`src/rtl/cpu_defs.sv`:
```
// Shared CPU definitions.
// Register address type and scoreboard depth limit.
package cpu_defs;

    typedef logic [4:0] reg_addr_t;

    localparam int NUM_REGS        = 32;
    localparam int SB_MAX_INFLIGHT = 4;

endpackage

```
`src/rtl/sb_counter.sv`:
```
// Saturating up/down counter for one architectural register.
// Flush clears it; over/underflow raise a one-cycle error pulse.
module sb_counter #(
    parameter int MAX = 4,
    parameter int W   = 3
) (
    input  logic         clk,
    input  logic         resetn,
    input  logic         i_inc,
    input  logic         i_dec,
    input  logic         i_flush,
    output logic [W-1:0] o_cnt,
    output logic         o_busy,
    output logic         o_err
);

    localparam logic [W-1:0] LP_MAX = W'(MAX);

    logic [W-1:0] r_cnt;
    logic [W-1:0] w_cnt_nxt;
    logic         w_ovf;
    logic         w_udf;

    // next count: flush wins, paired inc/dec cancel, limits hold the value
    always_comb begin
        w_ovf     = i_inc && !i_dec && (r_cnt == LP_MAX);
        w_udf     = i_dec && !i_inc && (r_cnt == '0);
        w_cnt_nxt = r_cnt;
        if (i_flush) begin
            w_cnt_nxt = '0;
        end else if (i_inc && !i_dec && !w_ovf) begin
            w_cnt_nxt = r_cnt + 1'b1;
        end else if (i_dec && !i_inc && !w_udf) begin
            w_cnt_nxt = r_cnt - 1'b1;
        end
    end

    // counter register with synchronous active-low reset
    always_ff @(posedge clk) begin
        if (!resetn) begin
            r_cnt <= '0;
        end else begin
            r_cnt <= w_cnt_nxt;
        end
    end

    assign o_cnt  = r_cnt;
    assign o_busy = (r_cnt != '0);
    assign o_err  = !i_flush && (w_ovf || w_udf);

endmodule

```
`src/rtl/reg_scoreboard.sv`:
```
// Register scoreboard: tracks outstanding writes per GPR
// and raises a decode stall on RAW hazards.
module reg_scoreboard
    import cpu_defs::*;
#(
    parameter int MAX_INFLIGHT = SB_MAX_INFLIGHT,
    parameter int CNT_W        = $clog2(MAX_INFLIGHT + 1)
) (
    input  logic      clk,
    input  logic      resetn,
    input  logic      issue_fire,
    input  logic      issue_we,
    input  reg_addr_t issue_dest,
    input  reg_addr_t rs_addr,
    input  reg_addr_t rt_addr,
    input  logic      rs_used,
    input  logic      rt_used,
    input  logic      ds_valid,
    input  logic      retire_we,
    input  reg_addr_t retire_dest,
    input  logic      flush,
    output logic      rs_busy,
    output logic      rt_busy,
    output logic      sb_stall,
    output logic [2:0] inflight_total,
    output logic      sb_error
);

    logic                 w_inc_ev;
    logic                 w_dec_ev;
    logic [NUM_REGS-1:0]  w_busy;
    logic [NUM_REGS-1:0]  w_err;
    logic [CNT_W-1:0]     w_cnt [NUM_REGS];
    logic [5:0]           w_nz;
    logic                 r_sb_error;

    assign w_inc_ev = issue_fire && issue_we && (issue_dest != '0);
    assign w_dec_ev = retire_we && (retire_dest != '0);

    // $0 is hardwired: never counted, never busy
    assign w_busy[0] = 1'b0;
    assign w_err[0]  = 1'b0;
    assign w_cnt[0]  = '0;

    for (genvar g = 1; g < NUM_REGS; g++) begin : g_cnt
        sb_counter #(
            .MAX (MAX_INFLIGHT),
            .W   (CNT_W)
        ) u_cnt (
            .clk     (clk),
            .resetn  (resetn),
            .i_inc   (w_inc_ev && (issue_dest == reg_addr_t'(g))),
            .i_dec   (w_dec_ev && (retire_dest == reg_addr_t'(g))),
            .i_flush (flush),
            .o_cnt   (w_cnt[g]),
            .o_busy  (w_busy[g]),
            .o_err   (w_err[g])
        );
    end

    // number of registers with writes outstanding
    always_comb begin
        w_nz = '0;
        for (int i = 1; i < NUM_REGS; i++) begin
            w_nz = w_nz + {5'b0, w_busy[i]};
        end
    end

    // sticky error; only reset clears it
    always_ff @(posedge clk) begin
        if (!resetn) begin
            r_sb_error <= 1'b0;
        end else if (|w_err) begin
            r_sb_error <= 1'b1;
        end
    end

    assign rs_busy        = w_busy[rs_addr];
    assign rt_busy        = w_busy[rt_addr];
    assign sb_stall       = ds_valid && ((rs_used && rs_busy) ||
                                         (rt_used && rt_busy));
    assign inflight_total = (w_nz > 6'd7) ? 3'd7 : w_nz[2:0];
    assign sb_error       = r_sb_error;

endmodule

```
`config.mk`:
```
export PLATFORM = sky130hd
export DESIGN_NAME = reg_scoreboard
export DESIGN_NICKNAME = d
export VERILOG_FILES = /design/src/rtl/cpu_defs.sv /design/src/rtl/sb_counter.sv /design/src/rtl/reg_scoreboard.sv
export SDC_FILE = /design/constraint.sdc
export NUM_CORES = 1
export LEC_CHECK = 0
export ABC_CLOCK_PERIOD_IN_PS = 8700
export CORE_MARGIN = 1
export CORE_UTILIZATION = 55
export DETAILED_ROUTE_END_ITERATION = 16
export GPL_TIMING_DRIVEN = 0
export PLACE_DENSITY = 0.74
export SYNTH_ARGS = -nofsm -noshare
export SYNTH_HDL_FRONTEND = slang
export SYNTH_HIERARCHICAL = 1
export SYNTH_SLANG_ARGS = --single-unit
```
`constraint.sdc`:
```
create_clock -name clk -period 8.7 [get_ports clk]
set_input_delay 2.175 -clock clk [delete_from_list [all_inputs] [get_ports clk]]
set_output_delay 2.175 -clock clk [all_outputs]
set_load 0.1 [all_outputs]
```
==> run_results.csv <==
group,metric,value,unit
final_timing,maxSlewViolCount,0,
cts,clockBufferDepth,2,
cts,ctsResizeCount,3,
synth,synthArstFlopShare,0,
synth,synth_cells,1073,
worst_setup_path,cpMaxStageDelayCell,"dlygate4sd2_1",
power,p_total,933,uW
final_timing,whs,0.534,ns
cts,clk_pin_slew_worst_paths,0.07,ns
synth,synth-main-ff-cell,"dfxtp_1",
worst_setup_path,cp-end-kind,"primary output",
place,dp_cells,1319,
worst_setup_path,reg2regPathDepth,6,
final_timing,tns,0,ns
worst_setup_path,cp-startpoint,"g_cnt[12].u_cnt/o_cnt[2]",
status,status,"finished clean",
drt,drtAntennaViolNets,0,
cts,cts_setup_buffers,0,
global_route,grt_pass1_wl,38100,um
worst_setup_path,crit_type,"reg -> out",
job,drv_cap,0,
drt,avgRoutedWirePerCell,17.9,um
floorplanning,die_w,131,um
hold_path,holdCritStartpoint,"g_cnt[18].u_cnt/o_cnt[1]",
global_route,grt_pass1_vias,7717,
worst_setup_path,reg2reg_from,"g_cnt[5].u_cnt/o_cnt[1]",
cts,hold_buffers,0,
final_timing,setup_ws,0.282,ns
drt,vias,8494,
power,power_density,93.8,nW/um2
==> where the power goes <==
part | total (mW) | internal (mW) | switching [mW]
logic | 0.119 | 0.0363 | 0.0827
clock network | 0.383 | 0.193 | 0.189
registers | 0.431 | 0.431 | 0.000826
==> cells in the mapped netlist, types with 3 or more instances <==
cell       count
o41ai_1       60
a22oi_1        4
inv_1        164
a31oi_1       33
dfxtp_1       94
or2_1         28
nand3_1       38
nand2b_1       9
mux4_1         3
buf_2          4
nor4_1        10
clkbuf_1       7
o211ai_1       3
nor2_1        51
nand2_1       20
a21oi_1       34
o211a_1       30
nand4_1        5
fa_1          54
ha_1           7
mux2i_1       13
xnor2_1        3
mux4_2         3
nor3b_1       61
nor2b_2       28
mux2_2         3
o21ai_0       30
nor2b_1       39
and3_1         3
xor2_1        60
a221o_1       30
nand3b_1       4
o2111ai_1     64
nor3_1        45
==> critical path, delay by kind of cell, from the launching register on <==
| kind | cells | cell delay [ns] |
|---|---|---|
| AND/OR/NAND/NOR | 4 | 0.54 |
| flip-flops | 1 | 0.36 |
| AND-OR/OR-AND | 1 | 0.19 |
| adder cells (fa/ha/maj) | 8 | 3.62 |
| buffers and inverters | 5 | 1.16 |
==> layer usage <==
metal,up-vias,track usage,wire length (um)
met1,4084,0.375,10600
met3,37,0.0375,1430
li1,4107,-,-
met2,266,0.492,11300
met5,-,0,0
met4,0,0.0967,547
==> how the worst min path moves through the flow <==
stage | endpoint | slack [ns]
2_1_floorplan | g_cnt[5].u_cnt/o_cnt[1] | 0.50
3_3_place_gp | g_cnt[15].u_cnt/o_cnt[1] | 0.53
3_5_place_dp | g_cnt[18].u_cnt/o_cnt[1] | 0.53
4_1_cts | g_cnt[18].u_cnt/o_cnt[1] | 0.54
5_1_grt | g_cnt[11].u_cnt/o_cnt[1] | 0.57
6_report | g_cnt[18].u_cnt/o_cnt[1] | 0.53
==> cells by family (layout without fill, tap and decap cells) <==
| kind of cell | count (synthesis) | count (layout) |
|---|---|---|
| compound gates | 298 | 298 |
| xor+xnor | 63 | 63 |
| fa+ha+maj | 61 | 61 |
| buf+inv | 177 | 223 |
| flops | 94 | 94 |
| mux | 22 | 22 |
| simple gates | 358 | 358 |
==> layout by cell type, fill, tap and decap left out, types with 4 or more instances in the layout <==
master           instances
inv_1                  164
dfxtp_1                 94
o2111ai_1               64
nor3b_1                 61
xor2_1                  60
o41ai_1                 60
fa_1                    54
nor2_1                  51
nor3_1                  45
nor2b_1                 39
nand3_1                 38
a21oi_1                 34
a31oi_1                 33
o21ai_0                 30
a221o_1                 30
o211a_1                 30
or2_1                   28
nor2b_2                 28
clkdlybuf4s50_1         23
nand2_1                 20
mux2i_1                 13
nand2b_1                 9
nor4_1                   9
clkbuf_16                9
clkbuf_1                 8
ha_1                     7
nand4_1                  5
buf_2                    5
a22oi_1                  4
nand3b_1                 4
==> registers in the layout (all words and copies together), names as in the netlist <==
register,flops
sb_error,1
g_cnt.u_cnt/o_cnt,93
==> final cells by class <==
class	count	area (um2)
Timing Repair Buffer	30	317
Clock inverter	6	38.8
Inverter	164	616
Sequential cell	94	1880
Tap cell	216	270
Clock buffer	10	229
Fill cell	1445	6050
Buffer	13	61.3
Multi-Input combinational cell	802	6540
Figure 1. PDN straps and rails.
The bar under the picture is 50 um long. Pins as bars on the die edge.
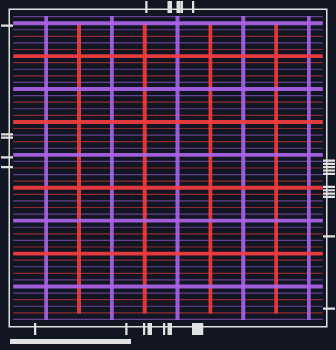
Red stands for VDD. Purple stands for VSS.
47 met1 rails follow the rows. 9 straps on met5. 36 signal pins sit on the boundary. 9 straps on met4.

Figure 2. Cells colored by class.
Fill, decap, tap and diode cells in gray.
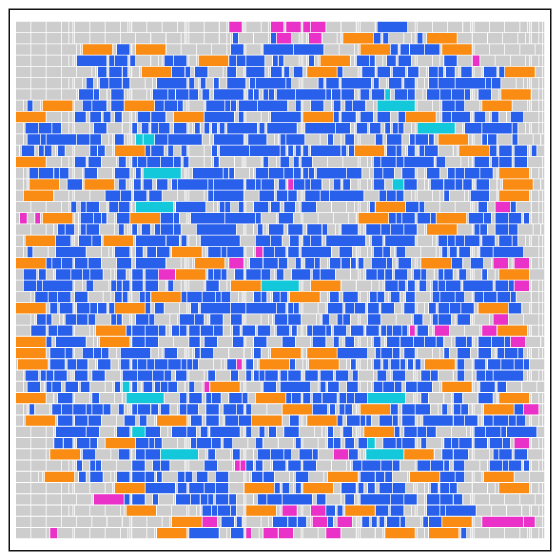
Blue stands for combinational and other logic, cells 966, share of their area 74%. Orange stands for sequential cells, cells 94, share of their area 19%. Magenta stands for remaining buffers and delay cells, cells 43, share of their area 3.9%. Cyan stands for clock drivers and dummy loads, cells 16, share of their area 2.8%.
Core Box Area: 16000 um2
post-route cell area: 9950 um2
final core occ: 0.622
Rows: 46

Figure 3. Clock network drawn from the DEF.
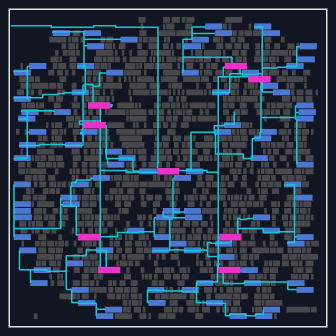
Blue stands for flip-flops, count 94. Cyan stands for clock wires, length 1510 um. Magenta stands for clock drivers, count 9.
There are 10 routed clock nets. Position of the flops: all over the die.
Setup Skew: 0.0113 ns
Latency at later pin: 0.36 ns
Clock power frac: 0.410
Clk. pwr: 383 uW

Figure 4. Routed metal, one color a layer.
The bar under the picture is 50 um long. Only two layers are drawn.
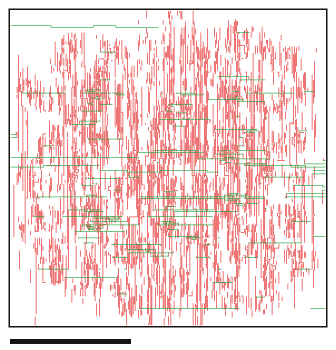
Red stands for metal 2, wire length 11300 um. Green stands for metal 3, wire length 1430 um.

Figure 5. The clock network.
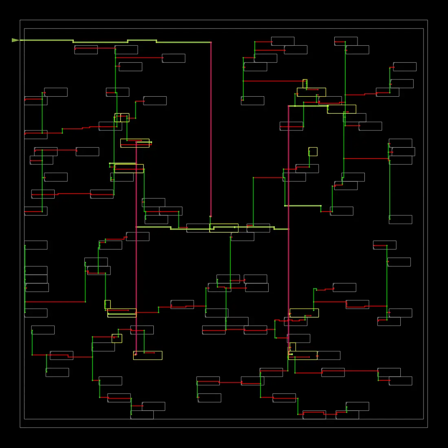
CTS Buf Count: 9
Clock Buffer Count: 10
Seq cells: 94
Clock Sinks: 94

Power figures rest on the tool's default switching activity, not on a simulated workload.
